===== src/rtl/id_ex_alu_ctrl.sv =====
`default_nettype none
// ============================================================================
// Module      : id_ex_alu_ctrl
// Description : MIPS-Lite ID/EX pipeline register. Decodes the ID instruction
//               into per-slice ALU controls and operands one cycle later.
//               Handles stall (hold) and flush (bubble).
//               Optional illegal-encoding flag: ID_EX_ILLEGAL_DET_EN.
// Revision    : 1.0 - initial release
// ============================================================================
module id_ex_alu_ctrl #(
  parameter int DW = 32,
  parameter int RW = 5
) (
  input  logic          clk,
  input  logic          rst,
  input  logic          id_valid,
  input  logic [31:0]   id_instr,
  input  logic [DW-1:0] id_rs_data,
  input  logic [DW-1:0] id_rt_data,
  input  logic          stall,
  input  logic          flush,
  output logic          ex_valid,
  output logic [1:0]    ex_alu_sel,
  output logic          ex_binv,
  output logic          ex_cin,
  output logic [DW-1:0] ex_a,
  output logic [DW-1:0] ex_b,
  output logic [DW-1:0] ex_store_data,
  output logic          ex_wr_en,
  output logic [RW-1:0] ex_wr_addr,
  output logic          ex_mem_rd,
  output logic          ex_mem_wr,
  output logic          ex_branch,
  output logic          ex_illegal
);

  localparam logic [5:0] c_op_rtype = 6'h00;
  localparam logic [5:0] c_op_beq   = 6'h04;
  localparam logic [5:0] c_op_addi  = 6'h08;
  localparam logic [5:0] c_op_slti  = 6'h0A;
  localparam logic [5:0] c_op_andi  = 6'h0C;
  localparam logic [5:0] c_op_ori   = 6'h0D;
  localparam logic [5:0] c_op_lw    = 6'h23;
  localparam logic [5:0] c_op_sw    = 6'h2B;

  localparam logic [5:0] c_fn_add = 6'h20;
  localparam logic [5:0] c_fn_sub = 6'h22;
  localparam logic [5:0] c_fn_and = 6'h24;
  localparam logic [5:0] c_fn_or  = 6'h25;
  localparam logic [5:0] c_fn_slt = 6'h2A;

  localparam logic [1:0] c_sel_and = 2'b00;
  localparam logic [1:0] c_sel_or  = 2'b01;
  localparam logic [1:0] c_sel_add = 2'b10;
  localparam logic [1:0] c_sel_slt = 2'b11;

  logic [5:0]    op;
  logic [5:0]    funct;
  logic [15:0]   imm;
  logic [RW-1:0] rt_addr;
  logic [RW-1:0] rd_addr;
  logic [DW-1:0] imm_sext;
  logic [DW-1:0] imm_zext;
  logic          unused_rs_field;

  assign op       = id_instr[31:26];
  assign funct    = id_instr[5:0];
  assign imm      = id_instr[15:0];
  assign rt_addr  = id_instr[20:16];
  assign rd_addr  = id_instr[15:11];
  assign imm_sext = {{(DW-16){imm[15]}}, imm};
  assign imm_zext = {{(DW-16){1'b0}}, imm};
  // rs arrives pre-read as id_rs_data; its address field is not needed here.
  assign unused_rs_field = &{1'b0, id_instr[25:21]};

  logic [1:0]    dec_sel;
  logic          dec_binv;
  logic [DW-1:0] dec_b;
  logic [DW-1:0] dec_store;
  logic          dec_wr;
  logic [RW-1:0] dec_wr_addr;
  logic          dec_mem_rd;
  logic          dec_mem_wr;
  logic          dec_branch;
  logic          dec_illegal;

  always_comb begin
    dec_sel     = c_sel_and;
    dec_binv    = 1'b0;
    dec_b       = id_rt_data;
    dec_store   = '0;
    dec_wr      = 1'b0;
    dec_wr_addr = '0;
    dec_mem_rd  = 1'b0;
    dec_mem_wr  = 1'b0;
    dec_branch  = 1'b0;
    dec_illegal = 1'b0;
    case (op)
      c_op_rtype: begin
        dec_wr      = 1'b1;
        dec_wr_addr = rd_addr;
        case (funct)
          c_fn_add: dec_sel = c_sel_add;
          c_fn_sub: begin
            dec_sel  = c_sel_add;
            dec_binv = 1'b1;
          end
          c_fn_and: dec_sel = c_sel_and;
          c_fn_or:  dec_sel = c_sel_or;
          c_fn_slt: begin
            dec_sel  = c_sel_slt;
            dec_binv = 1'b1;
          end
          default: begin
            dec_wr      = 1'b0;
            dec_wr_addr = '0;
`ifdef ID_EX_ILLEGAL_DET_EN
            // The all-zero word is the architectural nop, not an illegal encoding.
            dec_illegal = (id_instr != 32'h0);
`endif
          end
        endcase
      end
      c_op_addi: begin
        dec_sel     = c_sel_add;
        dec_b       = imm_sext;
        dec_wr      = 1'b1;
        dec_wr_addr = rt_addr;
      end
      c_op_slti: begin
        dec_sel     = c_sel_slt;
        dec_binv    = 1'b1;
        dec_b       = imm_sext;
        dec_wr      = 1'b1;
        dec_wr_addr = rt_addr;
      end
      c_op_andi: begin
        dec_sel     = c_sel_and;
        dec_b       = imm_zext;
        dec_wr      = 1'b1;
        dec_wr_addr = rt_addr;
      end
      c_op_ori: begin
        dec_sel     = c_sel_or;
        dec_b       = imm_zext;
        dec_wr      = 1'b1;
        dec_wr_addr = rt_addr;
      end
      c_op_lw: begin
        dec_sel     = c_sel_add;
        dec_b       = imm_sext;
        dec_mem_rd  = 1'b1;
        dec_wr      = 1'b1;
        dec_wr_addr = rt_addr;
      end
      c_op_sw: begin
        dec_sel    = c_sel_add;
        dec_b      = imm_sext;
        dec_mem_wr = 1'b1;
        dec_store  = id_rt_data;
      end
      c_op_beq: begin
        dec_sel    = c_sel_add;
        dec_binv   = 1'b1;
        dec_branch = 1'b1;
      end
      default: begin
`ifdef ID_EX_ILLEGAL_DET_EN
        dec_illegal = 1'b1;
`endif
      end
    endcase
  end

  logic          valid_d,   valid_q;
  logic [1:0]    sel_d,     sel_q;
  logic          binv_d,    binv_q;
  logic [DW-1:0] a_d,       a_q;
  logic [DW-1:0] b_d,       b_q;
  logic [DW-1:0] store_d,   store_q;
  logic          wr_en_d,   wr_en_q;
  logic [RW-1:0] wr_addr_d, wr_addr_q;
  logic          mem_rd_d,  mem_rd_q;
  logic          mem_wr_d,  mem_wr_q;
  logic          branch_d,  branch_q;
  logic          illegal_d, illegal_q;

  always_comb begin
    valid_d   = valid_q;
    sel_d     = sel_q;
    binv_d    = binv_q;
    a_d       = a_q;
    b_d       = b_q;
    store_d   = store_q;
    wr_en_d   = wr_en_q;
    wr_addr_d = wr_addr_q;
    mem_rd_d  = mem_rd_q;
    mem_wr_d  = mem_wr_q;
    branch_d  = branch_q;
    illegal_d = illegal_q;
    // A bubble is the all-zero state, identical to the reset state.
    if (flush || (!stall && !id_valid)) begin
      valid_d   = 1'b0;
      sel_d     = c_sel_and;
      binv_d    = 1'b0;
      a_d       = '0;
      b_d       = '0;
      store_d   = '0;
      wr_en_d   = 1'b0;
      wr_addr_d = '0;
      mem_rd_d  = 1'b0;
      mem_wr_d  = 1'b0;
      branch_d  = 1'b0;
      illegal_d = 1'b0;
    end else if (!stall) begin
      valid_d   = 1'b1;
      sel_d     = dec_sel;
      binv_d    = dec_binv;
      a_d       = id_rs_data;
      b_d       = dec_b;
      store_d   = dec_store;
      wr_en_d   = dec_wr && (dec_wr_addr != '0);
      wr_addr_d = dec_wr_addr;
      mem_rd_d  = dec_mem_rd;
      mem_wr_d  = dec_mem_wr;
      branch_d  = dec_branch;
      illegal_d = dec_illegal;
    end
  end

  always_ff @(posedge clk or posedge rst) begin
    if (rst) begin
      valid_q   <= 1'b0;
      sel_q     <= c_sel_and;
      binv_q    <= 1'b0;
      a_q       <= '0;
      b_q       <= '0;
      store_q   <= '0;
      wr_en_q   <= 1'b0;
      wr_addr_q <= '0;
      mem_rd_q  <= 1'b0;
      mem_wr_q  <= 1'b0;
      branch_q  <= 1'b0;
      illegal_q <= 1'b0;
    end else begin
      valid_q   <= valid_d;
      sel_q     <= sel_d;
      binv_q    <= binv_d;
      a_q       <= a_d;
      b_q       <= b_d;
      store_q   <= store_d;
      wr_en_q   <= wr_en_d;
      wr_addr_q <= wr_addr_d;
      mem_rd_q  <= mem_rd_d;
      mem_wr_q  <= mem_wr_d;
      branch_q  <= branch_d;
      illegal_q <= illegal_d;
    end
  end

  assign ex_valid      = valid_q;
  assign ex_alu_sel    = sel_q;
  assign ex_binv       = binv_q;
  assign ex_cin        = binv_q;
  assign ex_a          = a_q;
  assign ex_b          = b_q;
  assign ex_store_data = store_q;
  assign ex_wr_en      = wr_en_q;
  assign ex_wr_addr    = wr_addr_q;
  assign ex_mem_rd     = mem_rd_q;
  assign ex_mem_wr     = mem_wr_q;
  assign ex_branch     = branch_q;
  assign ex_illegal    = illegal_q;

endmodule
`default_nettype wire


===== config.mk =====
export PLATFORM = sky130hd
export DESIGN_NAME = id_ex_alu_ctrl
export DESIGN_NICKNAME = d
export VERILOG_FILES = /design/src/rtl/id_ex_alu_ctrl.sv
export SDC_FILE = /design/constraint.sdc
export NUM_CORES = 1
export LEC_CHECK = 0
export CORE_MARGIN = 8
export CORE_UTILIZATION = 46
export CTS_BUF_LIST = sky130_fd_sc_hd__clkbuf_4
export DETAILED_ROUTE_END_ITERATION = 10
export HOLD_SLACK_MARGIN = 0.02
export PLACE_DENSITY = 0.87
export REMOVE_ABC_BUFFERS = 1
export SYNTH_ARGS = -nofsm -noshare
export SYNTH_HDL_FRONTEND = slang
export SYNTH_SLANG_ARGS = --single-unit

===== constraint.sdc =====
create_clock -name clk -period 5.7 [get_ports clk]
set_input_delay 1.425 -clock clk [delete_from_list [all_inputs] [get_ports clk]]
set_output_delay 1.425 -clock clk [all_outputs]
set_load 0.005 [all_outputs]

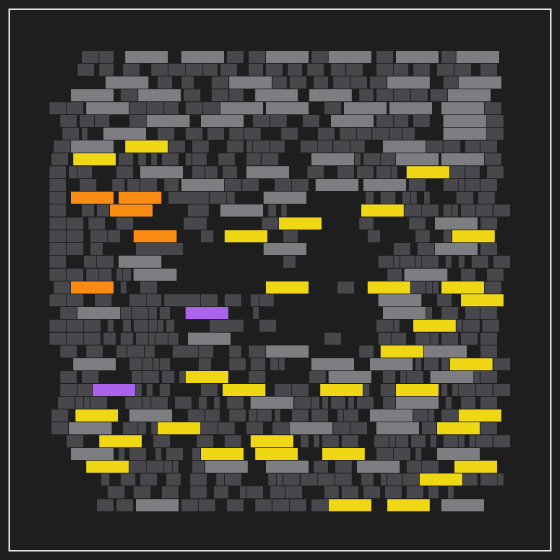
registers.png
signal	color	sequential cells
ex_store_data	yellow	32
ex_wr_addr	orange	5
ex_alu_sel	purple	2
not colored	70
Layout Utilization: 70.4%
Seq power: 0.000803 W
Sequential Area: 2730 um^2
Seq/total area: 40.4%

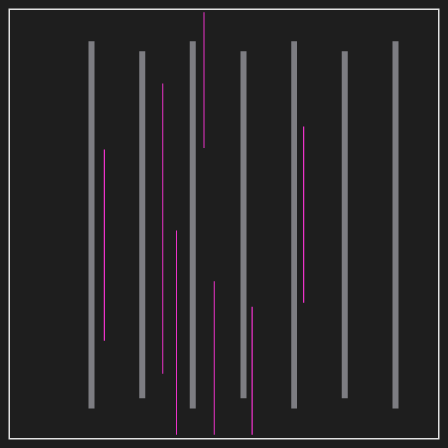
met4.png
Supply wires on this layer in gray.
main direction	vertical
nets with wire on the layer	6
longest straight run	77.5 um
aggregate routed wire length: 14100 um
via count: 3820

[metrics by stage]
stage          util (%)  setup WS [ps]
2_1_floorplan         -            135
3_3_place_gp       69.1           1860
3_5_place_dp       69.1           1810
4_1_cts            70.3           2330
5_1_grt            70.4           2160
6_report           70.4           2300
[final timing paths]
| check | from | endpoint | slack (ps) | depth (start not counted) |
|---|---|---|---|---|
| min | ex_b[16] | ex_b[16] | 500 | 2 |
| max in group asynchronous | rst | ex_b[18] | 3180 | 3 |
| max reg2reg | ex_wr_addr[3] | ex_wr_addr[3] | 4800 | 2 |
| min in group asynchronous | rst | ex_b[25] | 1520 | 2 |
| min reg2reg | ex_b[16] | ex_b[16] | 500 | 2 |
| max | id_instr[30] | ex_store_data[31] | 2300 | 5 |
==> flow_metrics.tcl <==
# implementation run metrics
set metrics [dict create \
    status "finished, final reports clean" \
    combGateArea_um2 1620 \
    placed_cells 678 \
    cts_root_buf "clkbuf_4" \
    synth_seq_share_pct 60.9 \
    cts-buffers-inserted 9 \
    nFillCells 729 \
    wl_met3_um 959 \
    swShare_pct 25.7 \
    inverters_excl_clock 4 \
    die_y_um 115 \
    num-clock-buffers 11 \
    ys_types 40 \
    cts_sinks 109 \
    gr-total-overflow 0 \
    nWellTaps 133 \
    path_class "in2reg" \
    yosys_warnings 0 \
    top_area_share_pct 60.9 \
    wl_met1_um 5590 \
    final_area_um2 6750 \
    cp-end-kind "flop" \
    grt_pass1_wl_um 21600 \
    die_w_um 115 \
    yosysMostFrequentCell "dfrtp_1" \
    slew_violations 0 \
    simple_gate_area_share_pct 9.13 \
    lay_top_count "clkdlybuf4s50_1" \
    cts_buffer_depth 2 \
    ff_count 109 \
    core_um2 9590 \
    num_rows 36 \
    worstMarginPinSlew_ps 1150 \
    placed_area_um2 6630 \
    fin_crit_sh_pct 59.6 \
    top_power_group "registers" \
    fp_util_pct 46.7 \
    first_iter_violations 245 \
    cts_resized 0 \
    cp.buffers_inverters 2 \
    grtUsageMet3_pct 4.48 \
    switchingPower_w 0.000350 \
]
No activity file was given, so power comes from the tool's default toggle rates.
